$ cat src/rtl/spi_slave_regfile.sv
// ---------------------------------------------------------------------------
// spi_slave_regfile
//
// SPI mode-0 responder (CPOL=0, CPHA=0) in front of a NUM_REGS x 8-bit
// register file. It is the counterpart of the SoC SPI master. It is used for
// master loopback checks and to stand in for MAX3421E-style register
// peripherals.
//
// Transaction format, MSB first on both lines:
//   byte 0 (command) : [7:3] start address, [1] direction (1 = write),
//                      [2] and [0] are don't-care.
//                      MISO returns status_in during this byte.
//   byte 1..n (data) : a write stores MOSI into regs[addr]; a read returns
//                      regs[addr] on MISO. The address advances after every
//                      data byte and wraps from NUM_REGS-1 back to 0.
//
// The SPI pins are asynchronous to clk_clk. They are re-timed by
// SYNC_STAGES flops, and every SPI edge is detected in the clk_clk domain.
// clk_clk must run at least 8x SCLK so that each SCLK phase lasts long
// enough to pass through the synchroniser and the byte pipeline.
//
// Ports
//   clk_clk      in   system clock
//   reset_reset  in   asynchronous, active-high reset
//   spi_sclk     in   SPI clock, idle low
//   spi_mosi     in   master-out data
//   spi_ss_n     in   slave select, active low
//   spi_miso     out  slave-out data
//   spi_miso_oe  out  MISO output enable, high while selected
//   status_in    in   status byte shifted out during the command byte
//   loc_addr     in   local-side register address
//   loc_wdata    in   local-side write data
//   loc_we       in   local-side write enable, one cycle per write
//   loc_rdata    out  regs[loc_addr], registered (1-cycle latency)
//   wr_strobe    out  one-cycle pulse for each completed SPI write byte
//   wr_addr      out  address of the last SPI write (held)
//   wr_data      out  data of the last SPI write (held)
//   rd_strobe    out  one-cycle pulse for each completed SPI read byte
//   busy         out  high whenever the FSM is not idle
// ---------------------------------------------------------------------------
module spi_slave_regfile #(
    parameter  int NUM_REGS    = 32,
    parameter  int SYNC_STAGES = 2,
    localparam int ADDR_W      = $clog2(NUM_REGS)
) (
    input  logic              clk_clk,
    input  logic              reset_reset,
    input  logic              spi_sclk,
    input  logic              spi_mosi,
    input  logic              spi_ss_n,
    output logic              spi_miso,
    output logic              spi_miso_oe,
    input  logic [7:0]        status_in,
    input  logic [ADDR_W-1:0] loc_addr,
    input  logic [7:0]        loc_wdata,
    input  logic              loc_we,
    output logic [7:0]        loc_rdata,
    output logic              wr_strobe,
    output logic [ADDR_W-1:0] wr_addr,
    output logic [7:0]        wr_data,
    output logic              rd_strobe,
    output logic              busy
);

    typedef enum logic [1:0] {
        ST_IDLE = 2'd0,
        ST_CMD  = 2'd1,
        ST_DATA = 2'd2
    } state_t;

    state_t r_state;
    state_t w_nextState;

    logic [SYNC_STAGES-1:0] r_sclkSync;
    logic [SYNC_STAGES-1:0] r_mosiSync;
    logic [SYNC_STAGES-1:0] r_ssnSync;
    logic                   r_sclkPrev;
    logic                   r_ssnPrev;

    logic w_sclk;
    logic w_mosi;
    logic w_ssn;
    logic w_sclkRise;
    logic w_sclkFall;
    logic w_ssnRise;
    logic w_ssnFall;

    logic [7:0]        r_rxShift;
    logic [7:0]        r_txShift;
    logic [2:0]        r_bitCnt;
    logic              r_byteDone;
    logic [ADDR_W-1:0] r_addr;
    logic              r_dir;
    logic              r_misoOe;
    logic              r_wrStrobe;
    logic [ADDR_W-1:0] r_wrAddr;
    logic [7:0]        r_wrData;
    logic              r_rdStrobe;
    logic [7:0]        r_locRdata;

    logic [7:0] r_regs [NUM_REGS];

    logic              w_active;
    logic              w_dataByteDone;
    logic              w_spiWe;
    logic [ADDR_W-1:0] w_addrNext;
    logic [7:0]        w_txLoad;

    // Re-time the three SPI inputs. SS_n resets high so that releasing
    // reset does not look like a select edge. SYNC_STAGES must be >= 2.
    always_ff @(posedge clk_clk or posedge reset_reset) begin
        if (reset_reset) begin
            r_sclkSync <= '0;
            r_mosiSync <= '0;
            r_ssnSync  <= '1;
            r_sclkPrev <= 1'b0;
            r_ssnPrev  <= 1'b1;
        end else begin
            r_sclkSync <= {r_sclkSync[SYNC_STAGES-2:0], spi_sclk};
            r_mosiSync <= {r_mosiSync[SYNC_STAGES-2:0], spi_mosi};
            r_ssnSync  <= {r_ssnSync[SYNC_STAGES-2:0], spi_ss_n};
            r_sclkPrev <= w_sclk;
            r_ssnPrev  <= w_ssn;
        end
    end

    assign w_sclk     = r_sclkSync[SYNC_STAGES-1];
    assign w_mosi     = r_mosiSync[SYNC_STAGES-1];
    assign w_ssn      = r_ssnSync[SYNC_STAGES-1];
    assign w_sclkRise = w_sclk & ~r_sclkPrev;
    assign w_sclkFall = ~w_sclk & r_sclkPrev;
    assign w_ssnRise  = w_ssn & ~r_ssnPrev;
    assign w_ssnFall  = ~w_ssn & r_ssnPrev;

    // A deselect overrides everything else in the same cycle. This is how a
    // completed byte that is still in the pipeline gets discarded.
    assign w_active       = (r_state != ST_IDLE) && !w_ssnRise;
    assign w_dataByteDone = w_active && r_byteDone && (r_state == ST_DATA);
    assign w_spiWe        = w_dataByteDone && r_dir;
    assign w_addrNext     = (r_addr == ADDR_W'(NUM_REGS - 1)) ? '0 : r_addr + ADDR_W'(1);
    assign w_txLoad       = r_dir ? 8'h00 : r_regs[r_addr];

    // State register.
    always_ff @(posedge clk_clk or posedge reset_reset) begin
        if (reset_reset) begin
            r_state <= ST_IDLE;
        end else begin
            r_state <= w_nextState;
        end
    end

    // Next-state logic. A completed command byte moves the FSM to the data
    // phase. Releasing select always returns it to idle.
    always_comb begin
        w_nextState = r_state;
        case (r_state)
            ST_IDLE: begin
                if (w_ssnFall) begin
                    w_nextState = ST_CMD;
                end
            end
            ST_CMD: begin
                if (w_ssnRise) begin
                    w_nextState = ST_IDLE;
                end else if (r_byteDone) begin
                    w_nextState = ST_DATA;
                end
            end
            ST_DATA: begin
                if (w_ssnRise) begin
                    w_nextState = ST_IDLE;
                end
            end
            default: begin
                w_nextState = ST_IDLE;
            end
        endcase
    end

    // Shift engine and byte handling.
    //
    // A synced SCLK rise samples MOSI. The eighth rise raises r_byteDone for
    // one cycle, and the byte is acted on in the following cycle. That extra
    // stage puts the strobes SYNC_STAGES+2 clocks after the pin edge.
    //
    // MISO comes straight from bit 7 of the transmit shifter. On a fall at a
    // byte boundary the shifter is reloaded; on any other fall it shifts.
    always_ff @(posedge clk_clk or posedge reset_reset) begin
        if (reset_reset) begin
            r_rxShift  <= '0;
            r_txShift  <= '0;
            r_bitCnt   <= '0;
            r_byteDone <= 1'b0;
            r_addr     <= '0;
            r_dir      <= 1'b0;
            r_misoOe   <= 1'b0;
            r_wrStrobe <= 1'b0;
            r_wrAddr   <= '0;
            r_wrData   <= '0;
            r_rdStrobe <= 1'b0;
        end else begin
            r_byteDone <= 1'b0;
            r_wrStrobe <= 1'b0;
            r_rdStrobe <= 1'b0;
            if (r_state == ST_IDLE) begin
                if (w_ssnFall) begin
                    r_txShift <= status_in;
                    r_bitCnt  <= '0;
                    r_misoOe  <= 1'b1;
                end
            end else if (w_ssnRise) begin
                r_txShift <= '0;
                r_bitCnt  <= '0;
                r_misoOe  <= 1'b0;
            end else begin
                if (w_sclkRise) begin
                    r_rxShift  <= {r_rxShift[6:0], w_mosi};
                    r_bitCnt   <= r_bitCnt + 3'd1;
                    r_byteDone <= (r_bitCnt == 3'd7);
                end
                if (w_sclkFall) begin
                    if (r_bitCnt == 3'd0) begin
                        r_txShift <= w_txLoad;
                    end else begin
                        r_txShift <= {r_txShift[6:0], 1'b0};
                    end
                end
                if (r_byteDone) begin
                    if (r_state == ST_CMD) begin
                        r_addr <= ADDR_W'(r_rxShift[7:3]);
                        r_dir  <= r_rxShift[1];
                    end else begin
                        if (r_dir) begin
                            r_wrStrobe <= 1'b1;
                            r_wrAddr   <= r_addr;
                            r_wrData   <= r_rxShift;
                        end else begin
                            r_rdStrobe <= 1'b1;
                        end
                        r_addr <= w_addrNext;
                    end
                end
            end
        end
    end

    // Register file. The SPI write comes last, so when both ports hit the
    // same address in one cycle the SPI value is kept. The local read port
    // is registered, so a write shows up on the next read.
    always_ff @(posedge clk_clk or posedge reset_reset) begin
        if (reset_reset) begin
            for (int i = 0; i < NUM_REGS; i++) begin
                r_regs[i] <= '0;
            end
            r_locRdata <= '0;
        end else begin
            if (loc_we) begin
                r_regs[loc_addr] <= loc_wdata;
            end
            if (w_spiWe) begin
                r_regs[r_addr] <= r_rxShift;
            end
            r_locRdata <= r_regs[loc_addr];
        end
    end

    assign spi_miso    = r_txShift[7];
    assign spi_miso_oe = r_misoOe;
    assign loc_rdata   = r_locRdata;
    assign wr_strobe   = r_wrStrobe;
    assign wr_addr     = r_wrAddr;
    assign wr_data     = r_wrData;
    assign rd_strobe   = r_rdStrobe;
    assign busy        = (r_state != ST_IDLE);

endmodule

$ cat config.mk
export PLATFORM = sky130hd
export DESIGN_NAME = spi_slave_regfile
export DESIGN_NICKNAME = d
export VERILOG_FILES = /design/src/rtl/spi_slave_regfile.sv
export SDC_FILE = /design/constraint.sdc
export NUM_CORES = 1
export LEC_CHECK = 0
export ABC_AREA = 1
export CAP_MARGIN = 20
export CORE_ASPECT_RATIO = 1.75
export CORE_UTILIZATION = 57
export CTS_CLUSTER_SIZE = 28
export DETAILED_ROUTE_END_ITERATION = 12
export PLACE_DENSITY = 0.74
export REMOVE_ABC_BUFFERS = 1
export SYNTH_ARGS = -nofsm -noshare
export SYNTH_HDL_FRONTEND = slang
export SYNTH_SLANG_ARGS = --single-unit
export TNS_END_PERCENT = 20
$ cat constraint.sdc
create_clock -name clk_clk -period 28.7 [get_ports clk_clk]
set_input_delay 5.74 -clock clk_clk [delete_from_list [all_inputs] [get_ports clk_clk]]
set_output_delay 5.74 -clock clk_clk [all_outputs]
set_load 0.03 [all_outputs]
==> notes.md <==
impl run done, here's what came out: outcome=completed, required time worst endpoint=29.16 ns, flop-to-flop setup slack=24.86 ns, synthesized area=19,700 µm², Syn Area/Cell=6.71 µm², clock buf count=48, area growth from synthesis to layout=8.54%, CTS Buf Count=30, pre-CTS WS=19.74 ns, initial antenna violation count=1, most numerous cell in the Yosys netlist=nand2_1, Leak=11.7 nW, share of layout cells above drive strength 1=5.28%, final-layout clock-cell area share=4.63%, root buf cell=clkbuf_16, PwrDens=67.8 nW/µm², WP depth=11, Starting DRT DRC Count=2,308, RSZ-0062 raised after global routing=no, peak supply drop=0.0000680 V, flip-flops=316, Tot GR Track Use=40.9%, Hold EP=r_mosiSync[1], Resized Gates After CTS=0, First-pass DRT Iterations=6, Final Max Tran Viols=0, placed cell areas=20,400 µm², Routed WL=70,900 µm, final hold slack=0.356 ns, CP endpoint=r_regs[75], Startpoint Class=input port, CTS max path bufs=3, Synth top area share=39.7%, crit path kind=input port to flip-flop, Comb area=9860 µm², Worst-Margin Slew=1.05 ns, worst-case clock skew=0.0142 ns, Register Area=7920 µm², IO Port Bufs=52, CP max FO=65, clk sinks=316, Largest register FFs=256, Period Utilization, post-route=29.9%, Layout Nets=2,909, Most common reg cell=dfrtp_1, cell repeated most along the worst path=nand2_1, Die Width=143 µm, Buf+Inv Stages, Crit Path=4, final setup TNS=0 ns, drt drc=0, area leader, netlist=dfrtp_1, Final Hold Viols=0, Die Height=248 µm, worst reg2reg startpoint=r_addr[0], ys async rst share=100%, Inverters, non-clock=303, Worst Setup SP=loc_addr[1], Post-CTS Hold Fix Bufs=0, global-route wire length before repair=108,000 µm, Design Power=0.00145 W, total die area=35,400 µm², Antenna Violating Nets Remaining=0, most frequent cells in the layout=nand2_1, o21ai_0, dfrtp_1, Fillers=3,219, Flops after synth=316, register share after synthesis=40.1%, combinational fraction of the cell area=46.0%, tool warning count=31, GR Overflow Total=0, max-cap viol count=0, largest net degree at the start of global routing=109, CP endpoint kind=flip-flop, Final Non-Filler Cells=3,353, Slowest Stage Delay on Critical Path=0.75 ns, post-CTS setup buffers=0, sequential cell area share=36.9%, slowest CP cell=buf_4, Max Clock Freq=0.116 GHz, Clock transition at path regs=0.07 ns, Chip Area, Yosys=19,700 µm², Top cells by area=dfrtp_1, nand2_1, o21ai_0
==> cell families after synthesis <==
logic type / count (synthesis) / synth area share (%)
xor+xnor: 1 / 0.0444
flops: 316 / 40.1
compound gates: 698 / 19.5
simple gates: 1421 / 29.6
buf+inv: 497 / 10.2
fa+ha+maj: 8 / 0.507
==> report_power, final <==
part	switching, W	internal (W)
Sequential	0.0000795	0.000544
Combinational	0.000271	0.000143
Clock	0.000184	0.000232
Total	0.000534	0.000919
==> metal layers <==
layer / global-route usage (%) / up-vias / share of wire [%]
li1: - / 9275 / -
met1: 48.9 / 9278 / 36
met2: 62.7 / 1189 / 44
met3: 7.02 / 341 / 9.5
met4: 37.9 / 4 / 10
met5: 0.996 / - / 0.078
pdn.png
Scale bar: 50 µm. Pins as bars on the die edge.
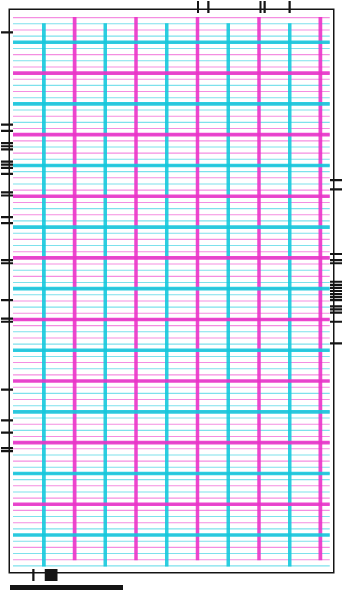
VDD -> magenta
VSS -> cyan
rows = 89
met4 straps = 10

cell_classes.png
Scale bar: 50 µm.
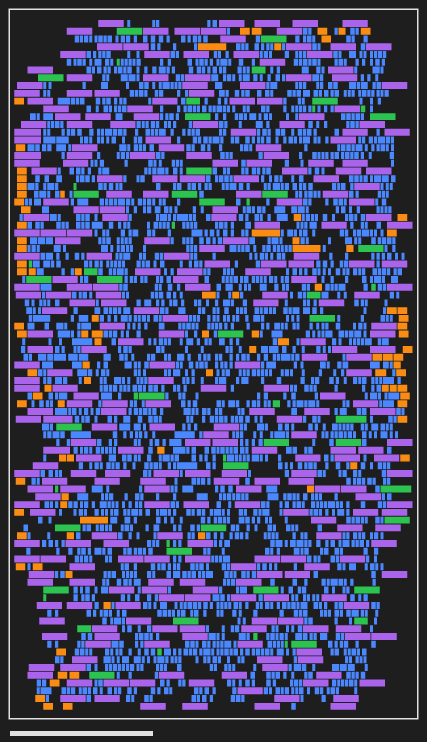
other buffers and delay cells -> orange  # cells 95
flops -> purple  # cells 316
clock drivers and dummy loads -> green  # cells 56
all other logic -> blue  # cells 2,431
post-route cell area: 21,400 µm²
Rows: 89

clock_map.png
Scale bar: 50 µm.
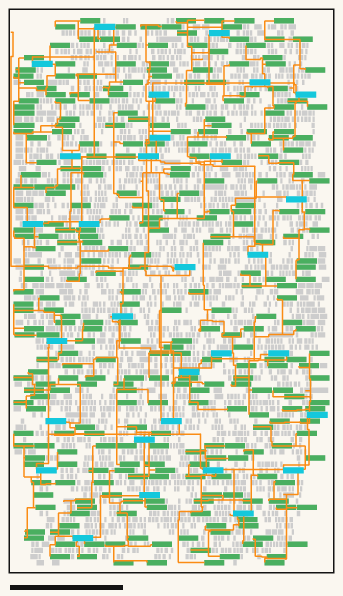
flip-flops -> green  # count 316
cells driving clock nets -> cyan  # count 30
clock wires -> orange  # length 4,370 µm
flops lie = spread over the die
routed clock nets = 31

metal_stack.png
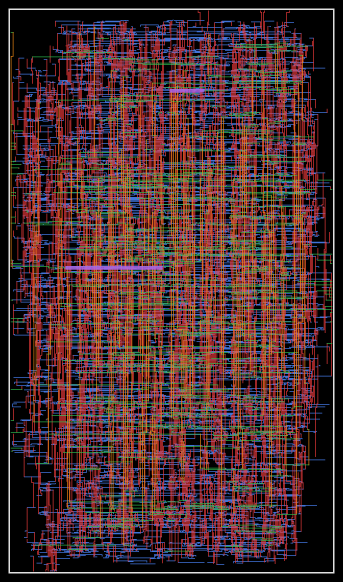
met4 -> orange  # wire length 7,330 µm
met2 -> red  # wire length 31.5 mm
met1 -> blue  # wire length 25.3 mm
met5 -> purple  # wire length 55.2 µm
met3 -> green  # wire length 6,760 µm
Vias: 20,100
WL/cell: 21.1 µm

Power figures rest on the tool's default switching activity, not on a simulated workload.
